[src/rtl/store_buffer_if.sv]
// rtl/store_buffer_if.sv - core-side and memory-side signal bundle for store_buffer
// slave modport is the buffer itself; master is the core/memory environment.
interface store_buffer_if;
   logic [31:0] req_addr;
   logic [31:0] req_wdata;
   logic [3:0]  req_wstrobe;
   logic        req_wen;
   logic        req_ren;
   logic [31:0] resp_rdata;
   logic        stall;
   logic        mem_req;
   logic        mem_we;
   logic [31:0] mem_addr;
   logic [31:0] mem_wdata;
   logic [3:0]  mem_wstrobe;
   logic        mem_ack;
   logic [31:0] mem_rdata;

   modport slave (
      input  req_addr, req_wdata, req_wstrobe, req_wen, req_ren, mem_ack, mem_rdata,
      output resp_rdata, stall, mem_req, mem_we, mem_addr, mem_wdata, mem_wstrobe
   );

   modport master (
      output req_addr, req_wdata, req_wstrobe, req_wen, req_ren, mem_ack, mem_rdata,
      input  resp_rdata, stall, mem_req, mem_we, mem_addr, mem_wdata, mem_wstrobe
   );
endinterface

[src/rtl/store_buffer.sv]
// rtl/store_buffer.sv - circular store FIFO draining to memory, loads bypass with conflict check
// Optional store-to-load forwarding of full-word entries when SB_FORWARD_EN is defined.
module store_buffer #(
   parameter int DEPTH = 4
) (
   input logic           clk,
   input logic           rst,
   store_buffer_if.slave sb
);
   localparam int PW = $clog2(DEPTH);
   localparam int CW = PW + 1;

   typedef enum logic [1:0] {IDLE, WR, RD, RD_DONE} state_t;

   state_t          state, state_nxt;
   logic [29:0]     ent_addr [DEPTH];
   logic [31:0]     ent_data [DEPTH];
   logic [3:0]      ent_strb [DEPTH];
   logic [PW-1:0]   head, tail, idx;
   logic [CW-1:0]   count;

   logic            mem_req_q, mem_req_d;
   logic            mem_we_q, mem_we_d;
   logic [31:0]     mem_addr_q, mem_addr_d;
   logic [31:0]     mem_wdata_q, mem_wdata_d;
   logic [3:0]      mem_wstrobe_q, mem_wstrobe_d;
   logic [31:0]     rdata_q, rdata_d;

   logic            full, push, pop, load_pend, conflict, fwd_hit;
`ifdef SB_FORWARD_EN
   logic            fwd_ok;
   logic [31:0]     fwd_data;
`endif

   assign full      = (count == CW'(DEPTH));
   assign push      = sb.req_wen && !full;
   assign pop       = (state == WR) && sb.mem_ack;
   assign load_pend = sb.req_ren && !sb.req_wen;

   // Walk oldest to youngest so the last match seen is the youngest one.
   always_comb begin
      conflict = 1'b0;
      idx      = '0;
`ifdef SB_FORWARD_EN
      fwd_ok   = 1'b0;
      fwd_data = '0;
`endif
      for (int k = 0; k < DEPTH; k++) begin
         idx = head + PW'(k);
         if ((CW'(k) < count) && (ent_addr[idx] == sb.req_addr[31:2])) begin
            conflict = 1'b1;
`ifdef SB_FORWARD_EN
            fwd_ok   = (ent_strb[idx] == 4'hF);
            fwd_data = ent_data[idx];
`endif
         end
      end
   end

`ifdef SB_FORWARD_EN
   assign fwd_hit = rst && load_pend && fwd_ok && (state != RD) && (state != RD_DONE);
   assign sb.resp_rdata = fwd_hit ? fwd_data : rdata_q;
`else
   assign fwd_hit = 1'b0;
   assign sb.resp_rdata = rdata_q;
`endif

   always_comb begin
      sb.stall = 1'b0;
      if (!rst)
         sb.stall = 1'b0;
      else if (sb.req_wen)
         sb.stall = full;
      else if (sb.req_ren)
         sb.stall = (state != RD_DONE) && !fwd_hit;
   end

   always_comb begin
      state_nxt     = state;
      mem_req_d     = mem_req_q;
      mem_we_d      = mem_we_q;
      mem_addr_d    = mem_addr_q;
      mem_wdata_d   = mem_wdata_q;
      mem_wstrobe_d = mem_wstrobe_q;
      rdata_d       = rdata_q;
      case (state)
         IDLE: begin
            if (load_pend && !fwd_hit && !conflict) begin
               state_nxt     = RD;
               mem_req_d     = 1'b1;
               mem_we_d      = 1'b0;
               mem_addr_d    = sb.req_addr;
               mem_wstrobe_d = 4'hF;
            end else if (count != '0) begin
               state_nxt     = WR;
               mem_req_d     = 1'b1;
               mem_we_d      = 1'b1;
               mem_addr_d    = {ent_addr[head], 2'b00};
               mem_wdata_d   = ent_data[head];
               mem_wstrobe_d = ent_strb[head];
            end
         end
         WR: begin
            if (sb.mem_ack) begin
               state_nxt = IDLE;
               mem_req_d = 1'b0;
            end
         end
         RD: begin
            if (sb.mem_ack) begin
               state_nxt = RD_DONE;
               mem_req_d = 1'b0;
               rdata_d   = sb.mem_rdata;
            end
         end
         RD_DONE: state_nxt = IDLE;
         default: state_nxt = IDLE;
      endcase
   end

   always_ff @(posedge clk) begin
      if (!rst) begin
         state         <= IDLE;
         head          <= '0;
         tail          <= '0;
         count         <= '0;
         mem_req_q     <= 1'b0;
         mem_we_q      <= 1'b0;
         mem_addr_q    <= '0;
         mem_wdata_q   <= '0;
         mem_wstrobe_q <= '0;
         rdata_q       <= '0;
      end else begin
         state         <= state_nxt;
         mem_req_q     <= mem_req_d;
         mem_we_q      <= mem_we_d;
         mem_addr_q    <= mem_addr_d;
         mem_wdata_q   <= mem_wdata_d;
         mem_wstrobe_q <= mem_wstrobe_d;
         rdata_q       <= rdata_d;
         if (push) tail <= tail + 1'b1;
         if (pop)  head <= head + 1'b1;
         count <= count + CW'(push) - CW'(pop);
      end
   end

   always_ff @(posedge clk) begin
      if (rst && push) begin
         ent_addr[tail] <= sb.req_addr[31:2];
         ent_data[tail] <= sb.req_wdata;
         ent_strb[tail] <= sb.req_wstrobe;
      end
   end

   assign sb.mem_req     = mem_req_q;
   assign sb.mem_we      = mem_we_q;
   assign sb.mem_addr    = mem_addr_q;
   assign sb.mem_wdata   = mem_wdata_q;
   assign sb.mem_wstrobe = mem_wstrobe_q;
endmodule

[src/flat_wrapper.sv]
// flat-port wrapper written by rule: the top's interface ports become plain ports
module store_buffer_flat 
#(
   parameter int DEPTH = 4
)
  (clk, rst, sb_req_addr, sb_req_wdata, sb_req_wstrobe, sb_req_wen, sb_req_ren, sb_mem_ack, sb_mem_rdata, sb_resp_rdata, sb_stall, sb_mem_req, sb_mem_we, sb_mem_addr, sb_mem_wdata, sb_mem_wstrobe);
  store_buffer_if sb_i ();
  input logic clk;
  input logic rst;
  input wire logic [$bits(sb_i.req_addr)-1:0] sb_req_addr;
  input wire logic [$bits(sb_i.req_wdata)-1:0] sb_req_wdata;
  input wire logic [$bits(sb_i.req_wstrobe)-1:0] sb_req_wstrobe;
  input wire logic [$bits(sb_i.req_wen)-1:0] sb_req_wen;
  input wire logic [$bits(sb_i.req_ren)-1:0] sb_req_ren;
  input wire logic [$bits(sb_i.mem_ack)-1:0] sb_mem_ack;
  input wire logic [$bits(sb_i.mem_rdata)-1:0] sb_mem_rdata;
  output wire logic [$bits(sb_i.resp_rdata)-1:0] sb_resp_rdata;
  output wire logic [$bits(sb_i.stall)-1:0] sb_stall;
  output wire logic [$bits(sb_i.mem_req)-1:0] sb_mem_req;
  output wire logic [$bits(sb_i.mem_we)-1:0] sb_mem_we;
  output wire logic [$bits(sb_i.mem_addr)-1:0] sb_mem_addr;
  output wire logic [$bits(sb_i.mem_wdata)-1:0] sb_mem_wdata;
  output wire logic [$bits(sb_i.mem_wstrobe)-1:0] sb_mem_wstrobe;
  assign sb_i.req_addr = sb_req_addr;
  assign sb_i.req_wdata = sb_req_wdata;
  assign sb_i.req_wstrobe = sb_req_wstrobe;
  assign sb_i.req_wen = sb_req_wen;
  assign sb_i.req_ren = sb_req_ren;
  assign sb_i.mem_ack = sb_mem_ack;
  assign sb_i.mem_rdata = sb_mem_rdata;
  assign sb_resp_rdata = sb_i.resp_rdata;
  assign sb_stall = sb_i.stall;
  assign sb_mem_req = sb_i.mem_req;
  assign sb_mem_we = sb_i.mem_we;
  assign sb_mem_addr = sb_i.mem_addr;
  assign sb_mem_wdata = sb_i.mem_wdata;
  assign sb_mem_wstrobe = sb_i.mem_wstrobe;
  store_buffer #(.DEPTH(DEPTH)) u_core (.clk(clk), .rst(rst), .sb(sb_i));
endmodule
[config.mk]
export PLATFORM = sky130hd
export DESIGN_NAME = store_buffer_flat
export DESIGN_NICKNAME = d
export VERILOG_FILES = /design/src/rtl/store_buffer_if.sv /design/src/rtl/store_buffer.sv /design/src/flat_wrapper.sv
export SDC_FILE = /design/constraint.sdc
export NUM_CORES = 1
export LEC_CHECK = 0
export CORE_ASPECT_RATIO = 0.7
export CORE_MARGIN = 10
export CORE_UTILIZATION = 61
export DETAILED_ROUTE_END_ITERATION = 12
export HOLD_SLACK_MARGIN = 0.08
export PLACE_DENSITY_LB_ADDON = 0.15
export SLEW_MARGIN = 40
export SYNTH_ARGS = -nofsm -noshare
export SYNTH_HDL_FRONTEND = slang
export SYNTH_SLANG_ARGS = --single-unit
[constraint.sdc]
create_clock -name clk -period 7.9 [get_ports clk]
set_input_delay 0.79 -clock clk [delete_from_list [all_inputs] [get_ports clk]]
set_output_delay 0.79 -clock clk [all_outputs]
set_load 0.02 [all_outputs]
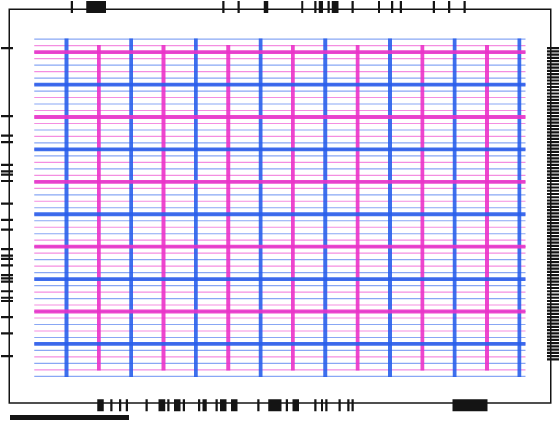
(run_1/floorplan.png)
The bar under the picture is 50 µm long. Pins as bars on the die edge.
Magenta stands for VDD. Blue stands for VSS.
The core has 52 rows. 208 signal pins sit on the boundary.

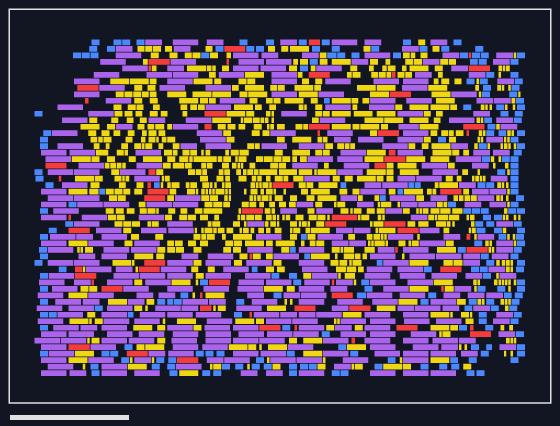
(run_1/class_map.png)
The bar under the picture is 50 µm long.
Blue stands for remaining buffers and delay cells, cells 226. Red stands for clock drivers and dummy loads, cells 66. Yellow stands for remaining logic cells, cells 802. Purple stands for registers, cells 377.
Core Area: 0.0291 mm²
Core Rows: 52
sequential share of cell area: 0.474
post-route cell area: 0.0215 mm²
Final Util: 0.738

==> flow_summary.toml, run 1 <==
# flow metrics
[run_status]
status = "finished, final reports clean"

[setup_path]
reg2reg_to = "u_core.sb.mem_addr[26]"
worstPathArrival_ns = 5.09
path_class = "reg2reg"
rr_startpoint = "u_core.head[1]"
cp_max_fo = 51
r2r_cells = 11
regToRegSetupSlack_ns = 3.25
cp-end-kind = "register"
cp-start-kind = "register"

[clocking]
postCtsSetupBuffers = 0
cts-hold-fix-buffers = 0
clk_pin_slew_ns = 0.06
clk_latency_ns = 0.53
tritoncts = "done"
h-tree-depth = 2
root_buffer = "clkbuf_16"
cts.sinks = 377
ctsLongestPathBuffers = 3
ctsResizeCount = 0

[route]
via_count = 11900
wl_met3_um = 6040
wl_per_cell_um = 26.7
drc = 0
drt_iter0_drc = 1267
finalWirelength_um = 49300
vias_per_cell = 6.44
met2WireLength_um = 21900
top_layer_used = "met5"
first_pass_iters = 7

[synthesis]
ys_sh_adder = 0.0107
ys.flops = 377
async_flop_share = 0
simple_gate_area_frac = 0.0616
aoi_share = 0.0579
synth.logic.top_family = "multiplexers"
topCellsByArea = "edfxtp_1, dfxtp_1, mux4_2"
top_cell = "edfxtp_1"
synth_stat.cells = 1276
edf_count = 264
postSynthAreaPerCell_um2 = 14.3
syn_area_mm2 = 0.0182
top_area_cell = "edfxtp_1"
xor_area_frac = 0.0553
yosys_warnings = 0
ys_sh_mux = 0.219

[sta]
period_minus_slack_ns = 4.65
setup_viol = 0
setup_tns_ns = 0
worst_pin_slew_ns = 0.861
fmax_ghz = 0.215
hold_viol_final = 0
maxSlewViolCount = 0
skew_ns = 0.0179
finalCritPeriodShare = 0.588
slew_headroom = 0.417
rsz0062_at_grt = "false"

[final_layout]
nets = 1564
synthToLayoutAreaGrowth_pct = 18.1
fillCellCount = 1874
layout-drive-gt1-share = 0.139
antenna_cells = 0

[power]
pwr-share-seq = 0.415
p_sw_mw = 2.02
top_power_group = "registers"
powerDensity_mw_per_mm2 = 287
clock_net_power_mw = 1.66
p_leak_nw = 7.07
p_comb_frac = 0.316
ir_drop_mv = 0.211
comb_power_mw = 1.96

[global_routing]
overflow = 0
busiest_layer = "met2"
grt_pass1_vias = 11900
grt_pass1_wl_um = 74000
use_met3 = 0.0872
use_met1 = 0.360

[flow_run]
warnings = 35
drv_cap = 0

[worst_hold_path]
holdPathEnd = "u_core.sb.resp_rdata[22]"
min_path_cells = 2
min_path_type = "reg2reg"

[place]
place_congestion = 1.03
dp_hpwl_um = 33600
io_buffers = 207

[die]
fp_util = 0.625
die_h_um = 165
die_w_um = 227
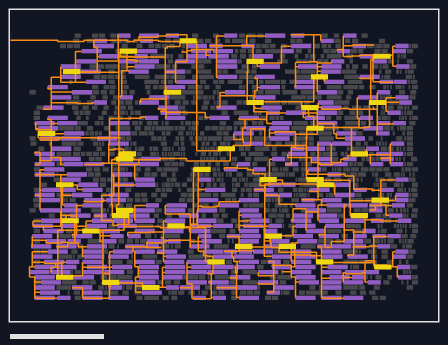
(run_1/clock_wires.png)
The bar under the picture is 50 µm long.
Yellow stands for clock-net drivers, count 37. Orange stands for clock wires, length 4,280 µm. Purple stands for flip-flops, count 377.
Position of the flops: widely spread.

-- run 1: sequential cells by signal, summed over array words and instances, names as in the netlist, named ones only --
| name | cells |
|---|---|
| u_core.ent_data | 128 |
| u_core.ent_addr | 120 |
| u_core.sb.mem_addr | 32 |
| u_core.sb.mem_wdata | 32 |
| u_core.sb.resp_rdata | 32 |
| u_core.ent_strb | 16 |
| u_core.sb.mem_wstrobe | 4 |
| u_core.count | 3 |
| u_core.head | 2 |
| u_core.state | 2 |
| u_core.tail | 2 |
| u_core.sb.mem_req | 1 |
| u_core.sb.mem_we | 1 |
-- run 1: critical path: stages (launching register included) --
cell,delay [ns]
dfxtp_4,0.73
buf_4,0.73
mux2i_1,0.22
xnor2_1,0.33
nor4_1,0.12
mux2i_1,0.22
nor4_1,0.10
a311o_1,0.49
nor3_4,0.56
buf_4,0.46
mux2_2,0.38
o2bb2ai_1,0.12
-- run 1: worst max path at each step --
stage                    from                      to  slack, ns  cells after the start
3_5_place_dp   u_core.head[1]  u_core.sb.mem_addr[10]       3.34                     11
3_3_place_gp   u_core.head[1]  u_core.sb.mem_addr[26]       3.06                     11
6_report       u_core.head[1]  u_core.sb.mem_addr[26]       3.25                     11
2_1_floorplan      sb_req_wen   u_core.ent_addr[0][0]       4.59                      2
4_1_cts        u_core.head[1]  u_core.sb.mem_addr[31]       3.32                     11
5_1_grt        u_core.head[1]  u_core.sb.mem_addr[26]       3.07                     11
-- run 1: layout make-up --
type | instances | area, µm² | share of cell area
clock buffers | 51 | 1010 | 0.0469
clock inverters | 15 | 110 | 0.00512
inverters | 22 | 82.6 | 0.00384
multi-input cells | 780 | 7410 | 0.344
flip-flops and latches | 377 | 10200 | 0.474
well taps | 378 | 473 | 0.0220
repair buffers | 226 | 2230 | 0.103
-- run 1: per-stage QoR --
stage / util / hold slack (ns) / power (mW) / std cells / setup slack, ns
after global routing: 0.738 / 0.469 / 6.44 / 1849 / 3.07
after global placement: 0.698 / 0.441 / 4.49 / 1782 / 3.06
after CTS: 0.738 / 0.455 / 6.19 / 1849 / 3.32
after detailed placement: 0.699 / 0.446 / 4.53 / 1783 / 3.34
final: 0.738 / 0.454 / 6.18 / 1849 / 3.25
after floorplan: - / 0.488 / 3.80 / 1276 / 4.59
-- run 1: cells in the final DEF, fill, tap and decap left out, types with 5 or more instances in the layout --
| cell | n |
|---|---|
| clkbuf_16 | 37 |
| and2_1 | 5 |
| nand3_1 | 7 |
| o21ai_0 | 13 |
| a32o_1 | 6 |
| xor2_1 | 35 |
| o2bb2ai_1 | 25 |
| inv_1 | 20 |
| xnor2_1 | 80 |
| mux4_2 | 100 |
| clkdlybuf4s50_1 | 207 |
| buf_4 | 16 |
| a21oi_1 | 42 |
| nand2_1 | 95 |
| nor2_1 | 53 |
| a211oi_1 | 5 |
| clkbuf_1 | 11 |
| a22oi_1 | 5 |
| ha_1 | 14 |
| clkinv_2 | 5 |
| dfxtp_1 | 109 |
| nor4_1 | 11 |
| edfxtp_1 | 264 |
| and3_1 | 5 |
| mux2i_1 | 163 |
| nor2b_1 | 23 |
| nand4_1 | 16 |
| mux2_2 | 7 |
==> run 2, diff against run 1 <==
--- a/config.mk
+++ b/config.mk
@@ -7,7 +7,7 @@
 export LEC_CHECK = 0
 export CORE_ASPECT_RATIO = 0.7
 export CORE_MARGIN = 10
-export CORE_UTILIZATION = 61
+export CORE_UTILIZATION = 57
 export DETAILED_ROUTE_END_ITERATION = 12
 export HOLD_SLACK_MARGIN = 0.08
 export PLACE_DENSITY_LB_ADDON = 0.15
==> constraint.sdc (replaced) <==
create_clock -name clk -period 4.4 [get_ports clk]
set_input_delay 0.44 -clock clk [delete_from_list [all_inputs] [get_ports clk]]
set_output_delay 0.44 -clock clk [all_outputs]
set_load 0.02 [all_outputs]
==> run 2 against run 1 <==
Area after synthesis unchanged. Sequential share of layout area down 1.0 points. Clock power up 84%. Largest cell class unchanged. Highest routed layer is now met4.
==> flow_summary.toml, run 2 <==
# flow metrics
[die]
fp_util = 0.581
die_h_um = 170

[setup_path]
reg2reg_to = "u_core.sb.mem_addr[24]"
cp_max_fo = 28
cp-end-kind = "register"
r2r_cells = 11
worstPathArrival_ns = 4.53
path_class = "reg2reg"

[power]
p_sw_mw = 3.65
p_leak_nw = 7.31
p_comb_frac = 0.322
pwr-share-seq = 0.407
powerDensity_mw_per_mm2 = 514
ir_drop_mv = 0.321

[synthesis]
postSynthAreaPerCell_um2 = 14.3
async_flop_share = 0
yosys_warnings = 0
syn_area_mm2 = 0.0182

[final_layout]
largestRegisters = "u_core.ent_data: 128 flops, u_core.ent_addr: 120 flops"
layout-drive-gt1-share = 0.161
fin_util = 0.701
antenna_cells = 0
lay_top_count = "edfxtp_1"
nets = 1602
combGateArea_mm2 = 0.00741
fillCellCount = 2136
largest_reg_flops = 128
largest_register = "u_core.ent_data"
fin_area_mm2 = 0.0220

[worst_hold_path]
min_path_cells = 2
holdPathEnd = "u_core.sb.resp_rdata[22]"
min_path_type = "reg2reg"

[clocking]
tritoncts = "done"
postCtsSetupBuffers = 0
clk_pin_slew_ns = 0.06
ctsLongestPathBuffers = 3
cts.sinks = 377
root_buffer = "clkbuf_16"
ctsResizeCount = 0

[route]
drc = 0
met2WireLength_um = 21600
first_pass_iters = 5
via_count = 11900
finalWirelength_um = 50000
wl_per_cell_um = 25.9
vias_per_cell = 6.15
drt_iter0_drc = 1231

[global_routing]
grt_pass1_wl_um = 73700
grt_pass1_vias = 11700
overflow = 0

[sta]
setup_viol = 0
fmax_ghz = 0.241
setup_tns_ns = 0
rsz0062_at_grt = "false"
setup_slack_ns = 0.251
maxSlewViolCount = 0
slew_headroom = 0.475

[place]
io_buffers = 207
place_congestion = 0.997
dp_hpwl_um = 35200
pre_cts_slack_ns = 0.414

[run_status]
status = "finished, final reports clean"
run 2: cell counts after synthesis:
No cell type changed its count.
run 2: per-layer routing:
| metal | GRT usage | up-vias |
|---|---|---|
| met2 | 0.359 | 592 |
| met1 | 0.358 | 5936 |
| met4 | 0.0515 | 0 |
| li1 | - | 5268 |
| met5 | 0 | - |
| met3 | 0.0722 | 77 |
run 2: worst max-delay path, stage by stage (launching register included):
cell and delay, ns:
dfxtp_4 0.64, buf_4 0.33, mux4_2 0.53, xor2_1 0.15, a2111oi_0 0.55, nand4_1 0.26, nor4_4 0.55, nor3_4 0.22
buf_6 0.21, buf_4 0.22, mux2i_1 0.22, o2bb2ai_1 0.10
run 2: how the worst max path moves through the flow:
stage                               start                endpoint  slack, ns
after global placement    sb_req_addr[10]  u_core.sb.mem_addr[30]       0.31
after global routing       u_core.head[1]   u_core.sb.mem_addr[8]       0.12
after CTS                  u_core.head[1]  u_core.sb.mem_addr[24]       0.42
final                      u_core.head[1]  u_core.sb.mem_addr[24]       0.25
after floorplan           u_core.count[1]   u_core.ent_addr[0][0]       1.41
after detailed placement  sb_req_addr[10]   u_core.sb.mem_addr[8]       0.41
run 2: area by class of cell:
cell class | instances | area share
multi-input cells | 780 | 0.337
clock buffers | 56 | 0.0491
repair buffers | 264 | 0.118
inverters | 22 | 0.00376
well taps | 420 | 0.0239
clock inverters | 11 | 0.00404
flip-flops and latches | 377 | 0.464
run 2: cells by family after synthesis:
| logic type | Yosys count | synth area share |
|---|---|---|
| AOI/OAI and AO/OA | 143 | 0.0579 |
| xor gates and xnor gates | 115 | 0.0553 |
| adders and majority gates | 15 | 0.0107 |
| buffers and inverters | 119 | 0.0359 |
| DFF | 377 | 0.560 |
| muxes | 272 | 0.219 |
| and+or+nand+nor | 235 | 0.0616 |
run 2: through the flow:
step | hold WS, ns | power (mW) | std cells
CTS | 0.454 | 11.3 | 1930
global placement | 0.441 | 8.18 | 1862
finish | 0.454 | 11.3 | 1930
detailed placement | 0.446 | 8.26 | 1863
global route | 0.477 | 11.8 | 1930
floorplan | 0.488 | 6.82 | 1276
run 2: power groups by stage:
stage / clock network [mW] / registers [mW] / logic [mW]
6_report: 3.06 / 4.59 / 3.63
5_1_grt: 3.26 / 4.64 / 3.87
4_1_cts: 3.11 / 4.59 / 3.62
3_5_place_dp: 0 / 4.66 / 3.60
3_3_place_gp: 0 / 4.65 / 3.53
2_1_floorplan: 0 / 4.84 / 1.97
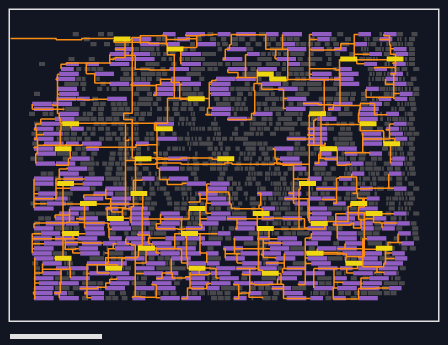
(run_2/clock_wires.png)
The bar under the picture is 50 µm long.
clk_lat worst skew: 0.53 ns
P_clk: 3.06 mW

==> run 3, diff against run 2 <==
--- a/config.mk
+++ b/config.mk
@@ -11,6 +11,8 @@
 export DETAILED_ROUTE_END_ITERATION = 12
 export HOLD_SLACK_MARGIN = 0.08
 export PLACE_DENSITY_LB_ADDON = 0.15
+export SETUP_SLACK_MARGIN = 0.5
+export SKIP_CTS_REPAIR_TIMING = 1
 export SLEW_MARGIN = 40
 export SYNTH_ARGS = -nofsm -noshare
 export SYNTH_HDL_FRONTEND = slang
==> run 3 against run 2 <==
Sequential power barely moved. Critical path depth fell by 1. Utilization rose by 0.26 points. Sequential cell count did not move. Critical endpoint is now u_core.sb.mem_addr[11].
==> flow_summary.toml, run 3 <==
# flow metrics
[sta]
setup_slack_ns = 0.453
finalCritPeriodShare = 0.897
setup_viol = 0
worst_pin_slew_ns = 0.771
skew_ns = 0.0202
fin_hold_ws_ns = 0.454

[run_status]
status = "finished, final reports clean"

[route]
wl_per_cell_um = 26.1
via_count = 12000
first_pass_iters = 5
drc = 0

[synthesis]
postSynthAreaPerCell_um2 = 14.3
yosys_warnings = 0
synth_stat.cells = 1276
ys.flops = 377
edf_count = 264

[final_layout]
layout-drive-gt1-share = 0.165
final_cell_mix = "edfxtp_1, clkdlybuf4s50_1, mux2i_1"
synthToLayoutAreaGrowth_pct = 21.2
largestRegisters = "u_core.ent_data: 128 flops, u_core.ent_addr: 120 flops"
nets = 1609
largest_reg_flops = 128
largest_register = "u_core.ent_data"

[worst_hold_path]
min_path_type = "reg2reg"

[setup_path]
worstPathArrival_ns = 4.41

[power]
powerDensity_mw_per_mm2 = 514
power_mw = 11.3
p_leak_nw = 7.36

[flow_run]
warnings = 35
drv_cap = 0

[place]
dp_hpwl_um = 35200

[clocking]
h-tree-depth = 2
clk_latency_ns = 0.53

[die]
die_w_um = 234
die_h_um = 170
core_area_mm2 = 0.0314
## run 3: final cells by class
type	count	area (µm²)
sequential	377	10200
fill	2127	9280
multi-input combinational	780	7420
tap	420	526
inverter	22	82.6
clock inverter	11	88.8
timing repair buffer	271	2670
clock buffer	56	1080
## run 3: worst max-delay path, cell delays in order (launching register included)
cell and delay, ns:
dfxtp_4 0.53, buf_4 0.31, mux2i_1 0.50, xnor2_1 0.14, nor4_1 0.67, o221ai_1 0.29
o31ai_4 0.45, nor3_4 0.10, buf_4 0.19, mux2i_1 0.43, a32o_1 0.25
## run 3: power by group
part / leakage (nW) / switching [mW] / internal [mW] / total [mW]
Sequential: 3.32 / 0.320 / 4.26 / 4.58
Combinational: 3.47 / 2.05 / 1.63 / 3.69
Clock: 0.566 / 1.31 / 1.76 / 3.07
## run 3: worst paths after layout
check,start,slack [ns],endpoint,cells after the start
min reg2reg,u_core.sb.resp_rdata[22],0.45,u_core.sb.resp_rdata[22],2
max reg2reg,u_core.head[1],0.45,u_core.sb.mem_addr[11],10
min,u_core.sb.resp_rdata[22],0.45,u_core.sb.resp_rdata[22],2
max,u_core.head[1],0.45,u_core.sb.mem_addr[11],10
## run 3: logic make-up after synthesis
family | synth area share
adders and majority gates | 0.0107
muxes | 0.219
and+or+nand+nor | 0.0616
buffers and inverters | 0.0359
xor gates and xnor gates | 0.0553
AOI/OAI and AO/OA | 0.0579
DFF | 0.560
## run 3: metal layers
layer / wire [µm] / vias up / track usage
met1: 22000 / 6005 / 0.358
met3: 5770 / 84 / 0.0722
met2: 21900 / 613 / 0.359
met5: 0 / - / 0
li1: - / 5295 / -
met4: 947 / 0 / 0.0515
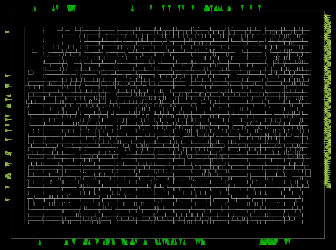
(run_3/placed.png)
Final Util: 0.704
Post-Layout Cell Count: 1,937
Tapcells: 420
sequential share of cell area: 0.462
Flop Count: 377

No activity file was given, so power comes from the tool's default toggle rates.
